===== src/rtl/pwm_cfg_scheduler_if.sv =====
// Write-request and active-configuration bundle between the requesters/PWM core and pwm_cfg_scheduler.
`timescale 1ns/1ps
interface pwm_cfg_scheduler_if;
  localparam int unsigned AW = 7;
  localparam int unsigned DW = 8;
  localparam int unsigned EW = 16;

  logic          req0_valid;
  logic [AW-1:0] req0_addr;
  logic [DW-1:0] req0_data;
  logic          req0_ready;
  logic          req1_valid;
  logic [AW-1:0] req1_addr;
  logic [DW-1:0] req1_data;
  logic          req1_ready;
  logic          sync_commit;
  logic          frame_tick;
  logic [EW-1:0] en_out;
  logic [EW-1:0] en_pwm_mode;
  logic [DW-1:0] pwm_duty_cycle;
  logic          pending;
  logic          err_addr;

  modport master (
    output req0_valid, req0_addr, req0_data,
    output req1_valid, req1_addr, req1_data,
    output sync_commit, frame_tick,
    input  req0_ready, req1_ready,
    input  en_out, en_pwm_mode, pwm_duty_cycle, pending, err_addr
  );

  modport slave (
    input  req0_valid, req0_addr, req0_data,
    input  req1_valid, req1_addr, req1_data,
    input  sync_commit, frame_tick,
    output req0_ready, req1_ready,
    output en_out, en_pwm_mode, pwm_duty_cycle, pending, err_addr
  );
endinterface


===== src/rtl/pwm_cfg_scheduler.sv =====
// Round-robin write arbiter for the PWM config bank with shadow registers and
// immediate or frame-aligned atomic commit to the active outputs.
`timescale 1ns/1ps
module pwm_cfg_scheduler #(
  parameter int unsigned TIMEOUT_CYCLES = 1024,
  parameter logic [7:0]  DUTY_RESET     = 8'h00
) (
  input  logic               clk,
  input  logic               rst_n,
  pwm_cfg_scheduler_if.slave bus
);
  localparam int unsigned AW = 7;
  localparam int unsigned DW = 8;
  localparam int unsigned EW = 16;
  localparam int unsigned CW = 16;
  localparam logic [CW-1:0] CNT_MAX = '1;
  localparam bit            TO_EN   = (TIMEOUT_CYCLES != 0);
  localparam logic [CW-1:0] TO_LAST = TO_EN ? CW'(TIMEOUT_CYCLES - 1) : '0;
  localparam logic [AW-1:0] ADDR_EN_LO   = AW'(0);
  localparam logic [AW-1:0] ADDR_EN_HI   = AW'(1);
  localparam logic [AW-1:0] ADDR_MODE_LO = AW'(2);
  localparam logic [AW-1:0] ADDR_MODE_HI = AW'(3);
  localparam logic [AW-1:0] ADDR_DUTY    = AW'(4);

  typedef enum logic {IDLE, PENDING} state_e;

  state_e        state_q, state_d;
  logic          rr_ptr_q, rr_ptr_d;
  logic [CW-1:0] cnt_q, cnt_d;
  logic [EW-1:0] sh_en_q, sh_en_d;
  logic [EW-1:0] sh_mode_q, sh_mode_d;
  logic [DW-1:0] sh_duty_q, sh_duty_d;
  logic [EW-1:0] en_out_q, en_out_d;
  logic [EW-1:0] en_mode_q, en_mode_d;
  logic [DW-1:0] duty_q, duty_d;
  logic          err_q, err_d;

  logic          gnt0_c, gnt1_c, acc_c, mapped_c, commit_c;
  logic [AW-1:0] wr_addr_c;
  logic [DW-1:0] wr_data_c;

  // rr_ptr names the requester preferred on contention; ready is held low in reset.
  always_comb begin
    gnt0_c = 1'b0;
    gnt1_c = 1'b0;
    if (rst_n) begin
      if (bus.req0_valid && (!bus.req1_valid || !rr_ptr_q)) gnt0_c = 1'b1;
      else if (bus.req1_valid)                              gnt1_c = 1'b1;
    end
  end

  assign bus.req0_ready = gnt0_c;
  assign bus.req1_ready = gnt1_c;
  assign acc_c     = gnt0_c | gnt1_c;
  assign wr_addr_c = gnt1_c ? bus.req1_addr : bus.req0_addr;
  assign wr_data_c = gnt1_c ? bus.req1_data : bus.req0_data;
  assign mapped_c  = (wr_addr_c <= ADDR_DUTY);

  always_comb begin
    state_d   = state_q;
    rr_ptr_d  = rr_ptr_q;
    cnt_d     = cnt_q;
    sh_en_d   = sh_en_q;
    sh_mode_d = sh_mode_q;
    sh_duty_d = sh_duty_q;
    en_out_d  = en_out_q;
    en_mode_d = en_mode_q;
    duty_d    = duty_q;
    err_d     = acc_c && !mapped_c;
    commit_c  = 1'b0;

    if (acc_c) rr_ptr_d = gnt0_c;

    if (acc_c && mapped_c) begin
      unique case (wr_addr_c)
        ADDR_EN_LO:   sh_en_d[7:0]    = wr_data_c;
        ADDR_EN_HI:   sh_en_d[15:8]   = wr_data_c;
        ADDR_MODE_LO: sh_mode_d[7:0]  = wr_data_c;
        ADDR_MODE_HI: sh_mode_d[15:8] = wr_data_c;
        default:      sh_duty_d       = wr_data_c;
      endcase
    end

    unique case (state_q)
      IDLE: begin
        if (acc_c && mapped_c) begin
          if (bus.sync_commit) begin
            state_d = PENDING;
            cnt_d   = '0;
          end else begin
            commit_c = 1'b1;
          end
        end
      end
      PENDING: begin
        cnt_d = (cnt_q == CNT_MAX) ? cnt_q : cnt_q + CW'(1);
        if (bus.frame_tick || !bus.sync_commit || (TO_EN && (cnt_q == TO_LAST))) begin
          commit_c = 1'b1;
          state_d  = IDLE;
          cnt_d    = '0;
        end
      end
      default: state_d = IDLE;
    endcase

    // Commit takes the post-write shadow so a same-cycle write is never lost.
    if (commit_c) begin
      en_out_d  = sh_en_d;
      en_mode_d = sh_mode_d;
      duty_d    = sh_duty_d;
    end
  end

  always_ff @(posedge clk or negedge rst_n) begin
    if (!rst_n) begin
      state_q   <= IDLE;
      rr_ptr_q  <= 1'b0;
      cnt_q     <= '0;
      sh_en_q   <= '0;
      sh_mode_q <= '0;
      sh_duty_q <= DUTY_RESET;
      en_out_q  <= '0;
      en_mode_q <= '0;
      duty_q    <= DUTY_RESET;
      err_q     <= 1'b0;
    end else begin
      state_q   <= state_d;
      rr_ptr_q  <= rr_ptr_d;
      cnt_q     <= cnt_d;
      sh_en_q   <= sh_en_d;
      sh_mode_q <= sh_mode_d;
      sh_duty_q <= sh_duty_d;
      en_out_q  <= en_out_d;
      en_mode_q <= en_mode_d;
      duty_q    <= duty_d;
      err_q     <= err_d;
    end
  end

  assign bus.en_out         = en_out_q;
  assign bus.en_pwm_mode    = en_mode_q;
  assign bus.pwm_duty_cycle = duty_q;
  assign bus.pending        = (state_q == PENDING);
  assign bus.err_addr       = err_q;
endmodule


===== src/flat_wrapper.sv =====
// flat-port wrapper written by rule: the top's interface ports become plain ports
module pwm_cfg_scheduler_flat 
#(
  parameter int unsigned TIMEOUT_CYCLES = 1024,
  parameter logic [7:0]  DUTY_RESET     = 8'h00
)
  (clk, rst_n, bus_req0_valid, bus_req0_addr, bus_req0_data, bus_req1_valid, bus_req1_addr, bus_req1_data, bus_sync_commit, bus_frame_tick, bus_req0_ready, bus_req1_ready, bus_en_out, bus_en_pwm_mode, bus_pwm_duty_cycle, bus_pending, bus_err_addr);
  pwm_cfg_scheduler_if bus_i ();
  input  logic clk;
  input  logic rst_n;
  input wire logic [$bits(bus_i.req0_valid)-1:0] bus_req0_valid;
  input wire logic [$bits(bus_i.req0_addr)-1:0] bus_req0_addr;
  input wire logic [$bits(bus_i.req0_data)-1:0] bus_req0_data;
  input wire logic [$bits(bus_i.req1_valid)-1:0] bus_req1_valid;
  input wire logic [$bits(bus_i.req1_addr)-1:0] bus_req1_addr;
  input wire logic [$bits(bus_i.req1_data)-1:0] bus_req1_data;
  input wire logic [$bits(bus_i.sync_commit)-1:0] bus_sync_commit;
  input wire logic [$bits(bus_i.frame_tick)-1:0] bus_frame_tick;
  output wire logic [$bits(bus_i.req0_ready)-1:0] bus_req0_ready;
  output wire logic [$bits(bus_i.req1_ready)-1:0] bus_req1_ready;
  output wire logic [$bits(bus_i.en_out)-1:0] bus_en_out;
  output wire logic [$bits(bus_i.en_pwm_mode)-1:0] bus_en_pwm_mode;
  output wire logic [$bits(bus_i.pwm_duty_cycle)-1:0] bus_pwm_duty_cycle;
  output wire logic [$bits(bus_i.pending)-1:0] bus_pending;
  output wire logic [$bits(bus_i.err_addr)-1:0] bus_err_addr;
  assign bus_i.req0_valid = bus_req0_valid;
  assign bus_i.req0_addr = bus_req0_addr;
  assign bus_i.req0_data = bus_req0_data;
  assign bus_i.req1_valid = bus_req1_valid;
  assign bus_i.req1_addr = bus_req1_addr;
  assign bus_i.req1_data = bus_req1_data;
  assign bus_i.sync_commit = bus_sync_commit;
  assign bus_i.frame_tick = bus_frame_tick;
  assign bus_req0_ready = bus_i.req0_ready;
  assign bus_req1_ready = bus_i.req1_ready;
  assign bus_en_out = bus_i.en_out;
  assign bus_en_pwm_mode = bus_i.en_pwm_mode;
  assign bus_pwm_duty_cycle = bus_i.pwm_duty_cycle;
  assign bus_pending = bus_i.pending;
  assign bus_err_addr = bus_i.err_addr;
  pwm_cfg_scheduler #(.TIMEOUT_CYCLES(TIMEOUT_CYCLES), .DUTY_RESET(DUTY_RESET)) u_core (.clk(clk), .rst_n(rst_n), .bus(bus_i));
endmodule

===== config.mk =====
export PLATFORM = sky130hd
export DESIGN_NAME = pwm_cfg_scheduler_flat
export DESIGN_NICKNAME = d
export VERILOG_FILES = /design/src/rtl/pwm_cfg_scheduler_if.sv /design/src/rtl/pwm_cfg_scheduler.sv /design/src/flat_wrapper.sv
export SDC_FILE = /design/constraint.sdc
export NUM_CORES = 1
export LEC_CHECK = 0
export CAP_MARGIN = 20
export CORE_MARGIN = 3
export CORE_UTILIZATION = 40
export DETAILED_ROUTE_END_ITERATION = 8
export MAX_ROUTING_LAYER = met4
export SYNTH_ARGS = -nofsm -noshare
export SYNTH_HDL_FRONTEND = slang
export SYNTH_SLANG_ARGS = --single-unit

===== constraint.sdc =====
create_clock -name clk -period 3.5 [get_ports clk]
set_input_delay 0.7 -clock clk [delete_from_list [all_inputs] [get_ports clk]]
set_output_delay 0.7 -clock clk [all_outputs]
set_load 0.05 [all_outputs]

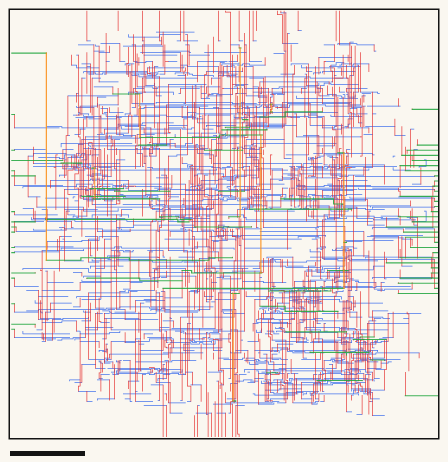
Figure 1: wiring by layer.
Bar = 20 um.
color	layer	wire length
green	M3	781 um
orange	M4	223 um
red	M2	5920 um
blue	M1	6240 um
WL/cell: 19.5 um
DRT Wirelength: 13.2 mm
Total GRT Usage: 21.5%

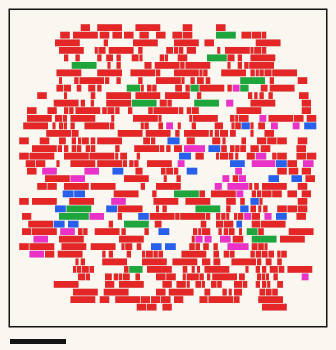
Figure 2: sizing map.
Bar = 20 um.
color	size	cells	share
magenta	x3 and x4	32	6.0%
red	x1 and smaller	460	86%
green	x6 and larger	17	3.2%
blue	x2	25	4.7%

==> results.ini <==
[pwr]
pg_comb_mw=0.610
power_sequential_mw=1.33
ir_worst_vdd_v=0.000385

[placed_design]
dpl-instance-area_um2=5660
hpwl_mm=8.77
dp.cells=658
dp_slack_ns=0.376

[timing]
fin_crit_sh_pct=84.0
skew_ns=0.00871
drv_slew=0
max_freq_ghz=0.340

[worst_setup_path]
crit_required_ns=2.80
startpoint_type=primary input
cp-end-kind=output pin

[logic_synthesis]
xor_area_share_pct=0
flop_cell=dfrtp_1
yosys-top-cells-count=99 x dfrtp_1, 44 x nand3_1, 39 x a21oi_1, 36 x nor2_1, 36 x nor3_1
synth.yosys.warnings=0
synthAoiAreaFrac_pct=18.5
synthArstFlopShare_pct=100
ys_seq_share_pct=53.3

[global_routing]
busiest_layer=met2
grt_pass1_wl_mm=21.2

[status]
status=complete, no violations

[floorplan]
die_h_um=114
core_um2=11100

[clocking]
cts.sinks=99
cts_tree=done
cts_hold_buf=0
cts.path.max_buffers=2
htree_levels=3
cts_resized=0

[final_layout]
final-clk-cell-share_pct=5.33
nets=566
buffers=94
ff_count=99
regArea_um2=2480
num_antenna_cells=0
dominant_cells=flip-flops and latches
layout.nonclk_buf_share_pct=15.4

[detailed_routing]
vias=3981
routed.top_layer=met4
drc=0
wl_met3_um=780

[run]
warnings=26

-- worst max-delay path by stage --
stage | startpoint | to | slack, ns | depth (start not counted)
finish | bus_req1_valid | bus_req0_ready | 0.56 | 6
global route | bus_req1_valid | bus_req0_ready | 0.44 | 6
CTS | bus_req1_valid | bus_req0_ready | 0.53 | 6
detailed placement | bus_req1_addr[4] | u_core.bus.en_out[13] | 0.38 | 6
global placement | bus_req1_addr[4] | u_core.bus.en_pwm_mode[12] | 0.40 | 6
floorplan | bus_req1_valid | bus_req0_ready | 0.48 | 5
-- critical path, cell delays in order --
cell and delay, ns:
clkdlybuf4s50_1 0.49, and2_1 0.22, nand2_1 0.24, inv_1 0.19, nor2_1 0.22, buf_12 0.17
